$ cat config.mk
export PLATFORM = sky130hd
export DESIGN_NAME = bw_stream_filter
export DESIGN_NICKNAME = d
export VERILOG_FILES = /design/src/rtl/bw_stream_filter.sv
export SDC_FILE = /design/constraint.sdc
export NUM_CORES = 1
export LEC_CHECK = 0
export CAP_MARGIN = 40
export CORE_MARGIN = 5
export CORE_UTILIZATION = 54
export CTS_CLUSTER_SIZE = 24
export DETAILED_ROUTE_END_ITERATION = 10
export PLACE_DENSITY = 0.78
export SETUP_SLACK_MARGIN = 0.1
export SLEW_MARGIN = 30
export SYNTH_ARGS = -nofsm -noshare
export SYNTH_HDL_FRONTEND = slang
export SYNTH_SLANG_ARGS = --single-unit
$ cat constraint.sdc
create_clock -name clk -period 5.8 [get_ports clk]
set_clock_uncertainty 0.15 [all_clocks]
set_input_delay 0.58 -clock clk [delete_from_list [all_inputs] [get_ports clk]]
set_output_delay 0.58 -clock clk [all_outputs]
set_load 0.005 [all_outputs]
$ cat src/rtl/bw_stream_filter.sv
// Three-stage valid/ready RGB-to-grey pipeline: average, luma, max-channel or threshold per pixel.
// Define BW_STREAM_STATS_EN to build the pix_cnt output-beat counter (tied to 0 otherwise).
module bw_stream_filter #(
  parameter int unsigned CW       = 8,
  parameter int unsigned ZERO_SUB = 1
) (
  input  logic            clk,
  input  logic            rst,
  input  logic            in_valid,
  output logic            in_ready,
  input  logic [3*CW-1:0] in_pixel,
  input  logic [1:0]      in_mode,
  input  logic [CW-1:0]   in_thr,
  output logic            out_valid,
  input  logic            out_ready,
  output logic [CW-1:0]   out_data,
  input  logic            clr_stats,
  output logic [31:0]     pix_cnt
);

  localparam int unsigned SW = CW + 2;   // sum width
  localparam int unsigned LW = CW + 10;  // luma width
  localparam int unsigned DK = SW + 1;   // reciprocal shift; exact for every sum < 2^SW
  localparam int unsigned PW = SW + DK;
  localparam logic [DK-1:0] DIV3_M = DK'(((64'd1 << DK) / 64'd3) + 64'd1);

  // Stage 1 registers
  logic          s1_valid_q;
  logic [CW-1:0] s1_r_q, s1_g_q, s1_b_q, s1_thr_q;
  logic [1:0]    s1_mode_q;
  // Stage 2 registers
  logic          s2_valid_q;
  logic [SW-1:0] s2_sum_q;
  logic [LW-1:0] s2_luma_q;
  logic [CW-1:0] s2_max_q, s2_thr_q;
  logic [1:0]    s2_mode_q;
  // Stage 3 registers
  logic          s3_valid_q;
  logic [CW-1:0] s3_data_q;

  logic          s1_load, s2_load, s3_load;
  logic [SW-1:0] s2_sum_d;
  logic [LW-1:0] s2_luma_d;
  logic [CW-1:0] s2_max_d;
  logic [PW-1:0] div_prod;
  logic [CW-1:0] avg, res_d;

  // A stage loads when empty or when its contents move on this edge.
  assign s3_load  = !s3_valid_q || out_ready;
  assign s2_load  = !s2_valid_q || s3_load;
  assign s1_load  = !s1_valid_q || s2_load;
  assign in_ready = s1_load;

  assign out_valid = s3_valid_q;
  assign out_data  = s3_data_q;

  always_comb begin
    s2_sum_d  = SW'(s1_r_q) + SW'(s1_g_q) + SW'(s1_b_q);
    s2_luma_d = LW'(77) * LW'(s1_r_q) + LW'(150) * LW'(s1_g_q) + LW'(29) * LW'(s1_b_q);
    s2_max_d  = s1_r_q;
    if (s1_g_q > s2_max_d) s2_max_d = s1_g_q;
    if (s1_b_q > s2_max_d) s2_max_d = s1_b_q;
  end

  always_comb begin
    div_prod = PW'(s2_sum_q) * PW'(DIV3_M);
    avg      = CW'(div_prod >> DK);
    res_d    = '0;
    case (s2_mode_q)
      2'd0:    res_d = avg;
      2'd1:    res_d = CW'(s2_luma_q >> 8);
      2'd2:    res_d = s2_max_q;
      default: res_d = (avg >= s2_thr_q) ? {CW{1'b1}} : '0;
    endcase
    if (ZERO_SUB != 0 && res_d == '0) res_d = CW'(1);
  end

  always_ff @(posedge clk or posedge rst) begin
    if (rst) begin
      s1_valid_q <= 1'b0;
      s1_r_q     <= '0;
      s1_g_q     <= '0;
      s1_b_q     <= '0;
      s1_thr_q   <= '0;
      s1_mode_q  <= '0;
      s2_valid_q <= 1'b0;
      s2_sum_q   <= '0;
      s2_luma_q  <= '0;
      s2_max_q   <= '0;
      s2_thr_q   <= '0;
      s2_mode_q  <= '0;
      s3_valid_q <= 1'b0;
      s3_data_q  <= '0;
    end else begin
      if (s1_load) begin
        s1_valid_q <= in_valid;
        if (in_valid) begin
          s1_r_q    <= in_pixel[3*CW-1:2*CW];
          s1_g_q    <= in_pixel[2*CW-1:CW];
          s1_b_q    <= in_pixel[CW-1:0];
          s1_mode_q <= in_mode;
          s1_thr_q  <= in_thr;
        end
      end
      if (s2_load) begin
        s2_valid_q <= s1_valid_q;
        if (s1_valid_q) begin
          s2_sum_q  <= s2_sum_d;
          s2_luma_q <= s2_luma_d;
          s2_max_q  <= s2_max_d;
          s2_mode_q <= s1_mode_q;
          s2_thr_q  <= s1_thr_q;
        end
      end
      if (s3_load) begin
        s3_valid_q <= s2_valid_q;
        if (s2_valid_q) s3_data_q <= res_d;
      end
    end
  end

`ifdef BW_STREAM_STATS_EN
  logic [31:0] cnt_q;

  always_ff @(posedge clk or posedge rst) begin
    if (rst) begin
      cnt_q <= '0;
    end else if (clr_stats) begin
      cnt_q <= '0;
    end else if (out_valid && out_ready) begin
      cnt_q <= cnt_q + 32'd1;
    end
  end

  assign pix_cnt = cnt_q;
`else
  logic unused_clr;
  assign unused_clr = clr_stats;
  assign pix_cnt    = '0;
`endif

endmodule

**Run 1: routed metal per tile**

28 x 28 tiles, from dark blue (low) to red (high), scaled to the fullest tile. Values are wire area over tile area, all layers added.
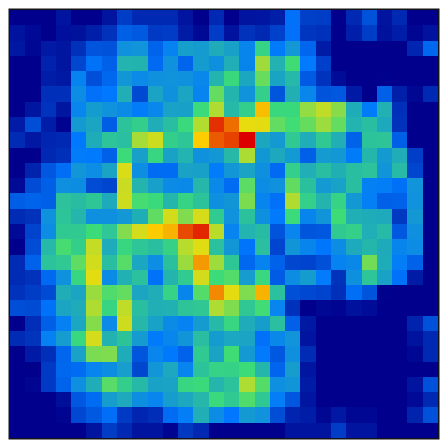
nearly empty tiles: 19%
emptiest ninth of the die: lower right
tiles over half the peak: 11%
densest ninth of the die: center
mean over tiles: 0.16
total number of vias: 6676
total routed wirelength: 20900 um
total track usage: 21.3%

**Run 1: placement view**

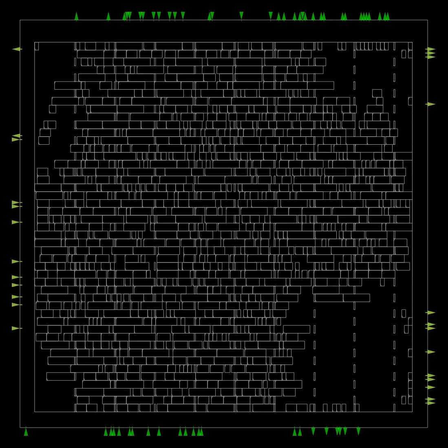
# Taps: 220
FFs & Latches: 81

==> impl_metrics.csv, run 1 <==
group,metric,value,unit
outcome,status,"finished, violations left",
outcome,failed_checks,"setup timing",
cells_and_area,signal_buffers,132,
worst_setup_path,crit_fanout,4,
grt,grt_pass1_vias,7158,
grt,grt_pass1_wl,33900,um
clock_tree,post-cts-setup-buffer-count,6,
detailed_routing,antenna_left,0,
grt,grt_overflow,0,
detailed_routing,routedWlPerCell,16.8,um
worst_setup_path,worst-endpoint-arrival,6.07,ns
detailed_routing,met2_length,10900,um
worst_setup_path,regToRegStartpoint,"s1_g_q[3]",
yosys,synth_cell_types,52,
clock_tree,cts_hold_buf,0,
final_timing,rsz0062_at_grt,"yes",
yosys,yosys_area,9270,um2
detailed_routing,top_layer,"met4",
yosys,synth-async-reset-ratio,100,%
cells_and_area,layout.nonclk_buf_share,10.2,%
floorplanning,chip_area,19900,um2
yosys,top_cell_area_share,23.4,%
worst_setup_path,critPathTopFamily,"adder cells",
cells_and_area,lay_top_cells,"154 x inv_1, 149 x ha_1, 83 x fa_1",
final_timing,fmax,166,MHz
detailed_routing,via_per_inst,5.36,
floorplanning,rows,47,
yosys,ys.warnings.count,0,
yosys,yosys.area.top_type,"ha_1",
yosys,ys_cells,891,
floorplanning,fp_util,55.5,%
yosys,synthesis.area,9270,um2
final_timing,relSlewSlack,57.7,%
cells_and_area,antenna_cells,0,
cells_and_area,nFillCells,1212,
detailed_routing,wl_met3,700,um
grt,antenna_found_initial,0,
clock_tree,cts-root-buf,"clkbuf_16",
cells_and_area,final-comb-area,7060,um2
yosys,edf_count,0,
clock_tree,clock_sinks,81,
placement,placedCellCount,1212,
final_timing,slew_violations,0,
cells_and_area,clk_share,2.88,%
clock_tree,cts_resized,35,
yosys,synth_top_cell_by_count,"ha_1",
hold_path,hp-start,"out_data[2]",
final_timing,setup_tns,-1.06,ns
yosys,synthTopCellsByCount,"173 x ha_1, 163 x inv_1, 85 x fa_1",
yosys,synth_seq_share,21.9,%
final_timing,tightest_slew,0.634,ns
cells_and_area,largest_cell_class,"multi-input combinational cells",
cells_and_area,fin_cells,1246,
yosys,topCellsByArea,"ha_1 23%, dfrtp_1 22%, fa_1 18%, mux2_2 6.8%, inv_1 6.6%",
clock_tree,cts_max_level,3,
final_timing,min_period,6.01,ns
floorplanning,fp.coreArea,16700,um2
clock_tree,ctsLongestPathBuffers,2,
floorplanning,ios,81,
cells_and_area,layout_top_cell,"inv_1",
worst_setup_path,cpMaxStageDelayCell,"fa_1",
cells_and_area,syn_to_final_growth,24.1,%
run,timing.max_cap.violations,0,
cells_and_area,inv_count,163,
yosys,ff_type,"dfrtp_1",
yosys,ys.flops,81,
cells_and_area,sh_comb_area,61.4,%
yosys,synth.avg_cell_area,10.4,um2
worst_setup_path,critPathLaunch,"s1_g_q[3]",
detailed_routing,first_iter_violations,259,
yosys,synth_cells,891,
final_timing,hold_viol,0,
cells_and_area,logic_gate_count,634,
worst_setup_path,setup.worst_path.start_class,"flip-flop",
clock_tree,clk_pin_slew_worst_paths,0.07,ns
cells_and_area,seq_area_share,17.7,%
worst_setup_path,cp.buffers_inverters,6,
final_timing,fin_ws,-0.214,ns
worst_setup_path,crit_required,5.86,ns
worst_setup_path,cp_slowest_stage_delay,0.52,ns
floorplanning,die-width,141,um
worst_setup_path,path_class,"reg2reg",
worst_setup_path,ff2ff_path_depth,26,
detailed_routing,first_pass_iters,5,
hold_path,hold_class,"reg2reg",
final_timing,period_used_share,104,%
cells_and_area,regArea,2040,um2
clock_tree,cts_tree,"yes",
cells_and_area,drive_above_1_share,25.8,%
grt,grt_max_degree,62,
worst_setup_path,end_kind,"flip-flop",
placement,gp_congestion,0.925,
worst_setup_path,cp_num_cells,26,
placement,hpwl,16100,um
floorplanning,die_y,141,um
cells_and_area,clkbuf_count,9,
final_timing,setup_viol,7,
clock_tree,cts_made_buffers,9,
detailed_routing,wl_met1,8830,um
run,tool_warnings,31,
hold_path,min_path_cells,2,
placement,io_buffers,47,
cells_and_area,nets,1318,
worst_setup_path,path_common_cell,"fa_1",
detailed_routing,drc,0,
**Run 1: clock distribution**

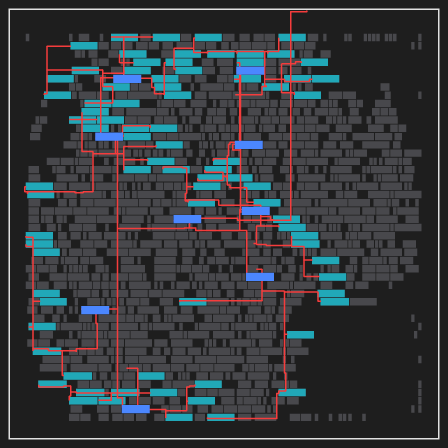
[clock wires] red | length: 1280 um
[clock drivers] blue | count: 9
[flip-flops] cyan | count: 81
routed clock nets: 10
clk_lat worst skew: 0.36 ns

**Run 1: signal wires on met3**

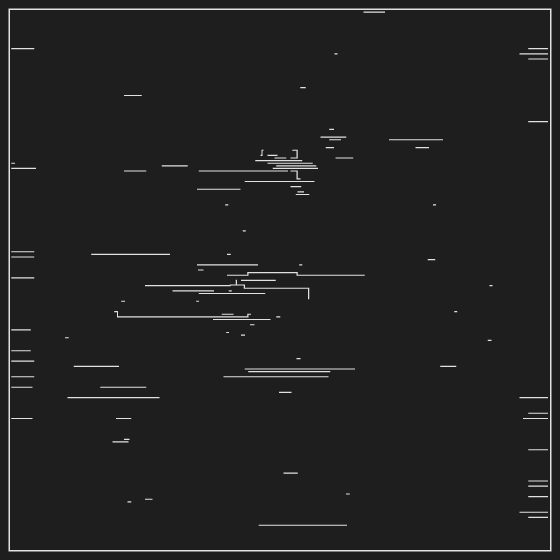
longest straight run: 34.0 um
main direction: horizontal
share of all routed wire: 3.4%
wire length on this layer: 700 um
met3 usage: 2.51%

run 1: per-stage QoR:
step                      cell area, um2  worst slack [ns]  hold WS [ns]  util [%]
after CTS                          11100            -0.104         0.344      66.3
after floorplan                     9580            0.0765         0.300         -
after global placement             10500            -0.118         0.316      63.0
after global routing               11500            -0.381         0.375      68.8
final                              11500            -0.214         0.337      68.8
after detailed placement           10600            -0.198         0.329      63.2
run 1: cells by family (layout without fill, tap and decap cells):
kind of cell,count (synthesis),in the layout,share of synthesized area (%)
buffers and inverters,207,311,9.78
and+or+nand+nor,115,115,5.96
DFF,81,81,21.9
AOI/OAI and AO/OA,122,122,8.75
xor gates and xnor gates,33,33,3.12
muxes,74,74,8.75
adders and majority gates,258,258,41.7
other,1,32,0.0405
run 1: worst paths after layout:
check | end | slack (ns)
setup / recovery | s2_luma_q[12] | -0.21
hold / removal | out_data[2] | 0.34
setup reg to reg | s2_luma_q[12] | -0.21
hold reg to reg | out_data[2] | 0.34
max in group asynchronous | s1_g_q[2] | 4.26
min in group asynchronous | s1_thr_q[6] | 0.35
run 1: flip-flops by register name, indices dropped and copies added (netlist names):
register / cells
s2_max_q: 8
s1_mode_q: 2
s1_thr_q: 8
s2_luma_q: 8
out_data: 8
s1_r_q: 8
s2_thr_q: 8
s1_b_q: 8
s2_sum_q: 10
s2_mode_q: 2
out_valid: 1
s2_valid_q: 1
s1_g_q: 8
s1_valid_q: 1
run 1: metal layers:
layer	GRT usage, %	vias to the layer above
met5	0	-
met4	7.60	0
met1	26.4	3322
met2	38.2	137
li1	-	3178
met3	2.51	39
--- run 2 (diff from run 1) ---
- HOLD_SLACK_MARGIN: unset -> 0.03
==> run 2 against run 1 <==
Net effect:
- the flow still finishes with violations (setup timing)
- synthesized cell count stayed put
- critical path type unchanged
- setup slack is the same
- fmax unchanged
- highest routed layer unchanged
- utilization unchanged
- critical endpoint unchanged
- cell count unchanged
- clock-buffer cell count stayed put
- wire length unchanged
- area after synthesis is the same
- design area did not move
- worst hold slack unchanged
==> impl_metrics.csv, run 2 <==
group,metric,value,unit
outcome,status,"finished, violations left",
outcome,failed_checks,"setup timing",
worst_setup_path,crit_fanout,4,
clock_tree,clock_sinks,81,
yosys,synth_seq_share,21.9,%
cells_and_area,lay_top_cells,"154 x inv_1, 149 x ha_1, 83 x fa_1",
final_timing,relSlewSlack,57.7,%
cells_and_area,layout_top_cell,"inv_1",
cells_and_area,syn_to_final_growth,24.1,%
grt,grt_usage,21.3,%
yosys,synth_cell_types,52,
detailed_routing,antenna_left,0,
yosys,ys.warnings.count,0,
grt,grt_pass1_vias,7158,
final_timing,fmax,166,MHz
worst_setup_path,cp.buffers_inverters,6,
cells_and_area,antenna_cells,0,
final_timing,tightest_slew,0.634,ns
final_timing,fin_ws,-0.214,ns
floorplanning,chip_area,19900,um2
yosys,topCellsByArea,"ha_1 23%, dfrtp_1 22%, fa_1 18%, mux2_2 6.8%, inv_1 6.6%",
yosys,synthesis.area,9270,um2
worst_setup_path,critPathTopFamily,"adder cells",
detailed_routing,num_vias,6676,
worst_setup_path,end_kind,"flip-flop",
final_timing,period_used_share,104,%
worst_setup_path,cpMaxStageDelayCell,"fa_1",
detailed_routing,wl,20900,um
worst_setup_path,critPathLaunch,"s1_g_q[3]",
clock_tree,clk_pin_slew_worst_paths,0.07,ns
placement,io_buffers,47,
floorplanning,die_y,141,um
grt,grt_overflow,0,
floorplanning,fp.coreArea,16700,um2
detailed_routing,drc,0,
yosys,synthTopCellsByCount,"173 x ha_1, 163 x inv_1, 85 x fa_1",
yosys,edf_count,0,
yosys,synth-async-reset-ratio,100,%
worst_setup_path,r2r-end,"s2_luma_q[12]",
final_timing,rsz0062_at_grt,"yes",
grt,grt_max_degree,62,
yosys,ys_cells,891,
worst_setup_path,cp_num_cells,26,
detailed_routing,via_per_inst,5.36,
clock_tree,cts-root-buf,"clkbuf_16",
worst_setup_path,cp_slowest_stage_delay,0.52,ns
worst_setup_path,r2r_setup_slack,-0.21,ns
detailed_routing,first_iter_violations,259,
yosys,synth_top_cell_by_count,"ha_1",
floorplanning,ios,81,
worst_setup_path,path_common_cell,"fa_1",
worst_setup_path,ff2ff_path_depth,26,
run,tool_warnings,31,
yosys,synth.avg_cell_area,10.4,um2
final_timing,setup_viol,7,
clock_tree,ctsLongestPathBuffers,2,
yosys,yosys.area.top_type,"ha_1",
yosys,ff_type,"dfrtp_1",
cells_and_area,nFillCells,1212,
worst_setup_path,path_class,"reg2reg",
cells_and_area,final_core_util,68.8,%
cells_and_area,nets,1318,
placement,dp_slack,-0.198,ns
floorplanning,fp_util,55.5,%
hold_path,hold_class,"reg2reg",
placement,gp_congestion,0.925,
floorplanning,die-width,141,um
clock_tree,cts_max_level,3,
clock_tree,cts_tree,"yes",
floorplanning,rows,47,
yosys,top_cell_area_share,23.4,%
clock_tree,cts_hold_buf,0,
worst_setup_path,endpoint,"s2_luma_q[12]",
yosys,synth_cells,891,
hold_path,min_path_cells,2,
placement,hpwl,16100,um
hold_path,hp-start,"out_data[2]",
final_timing,setup_tns,-1.06,ns
worst_setup_path,worst-endpoint-arrival,6.07,ns
cells_and_area,top_register,"s2_sum_q",
worst_setup_path,regToRegStartpoint,"s1_g_q[3]",
hold_path,hold-path-endpoint,"out_data[2]",
==> run 2: cell counts after synthesis <==
No cell type changed its count.
==> run 2: layer usage <==
layer  global-route usage, %  wire length (um)  vias to the layer above
met3                    2.51               700                       39
met4                    7.60               493                        0
met5                       0                 0                        -
met2                    38.2             10900                      137
li1                        -                 -                     3178
met1                    26.4              8830                     3322
==> run 2: cell type report <==
| type | count | area (um2) | area share, % |
|---|---|---|---|
| clock buffers | 9 | 225 | 1.96 |
| well taps | 220 | 275 | 2.39 |
| repair buffers | 132 | 1170 | 10.2 |
| clock inverters | 7 | 106 | 0.925 |
| multi-input cells | 634 | 7060 | 61.4 |
| inverters | 163 | 613 | 5.33 |
| flip-flops and latches | 81 | 2040 | 17.7 |
==> run 2: cell families (layout without fill, tap and decap cells) <==
family | Yosys count | count (layout) | synth area share, %
other cells | 1 | 32 | 0.0405
mux | 74 | 74 | 8.75
buf+inv | 207 | 311 | 9.78
simple gates | 115 | 115 | 5.96
flops | 81 | 81 | 21.9
fa+ha+maj | 258 | 258 | 41.7
compound gates | 122 | 122 | 8.75
xor+xnor | 33 | 33 | 3.12
==> run 2: timing repair <==
action                                  in CTS  in global routing
resized                                     35                 57
buffers inserted                             6                 11
pin swaps                                   26                 38
endpoints found under the setup margin      14                 15
==> run 2: per-stage QoR <==
step / instances / hold slack (ns) / cell area [um2]
floorplan: 922 / 0.300 / 9580
global placement: 1211 / 0.316 / 10500
detailed placement: 1212 / 0.329 / 10600
CTS: 1234 / 0.344 / 11100
global route: 1246 / 0.375 / 11500
finish: 1246 / 0.337 / 11500
**Run 2: cells by drive strength**

Scale bar: 50 um.
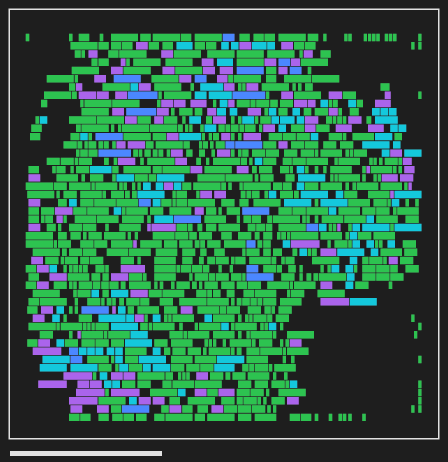
[_2 cells] purple | cells: 122 | share: 12%
[_6 and larger] blue | cells: 24 | share: 2.3%
[_3 and _4 cells] cyan | cells: 119 | share: 12%
[_0 and _1 cells] green | cells: 761 | share: 74%
worst setup margin: -0.214 ns
Buffers excl. clock: 132

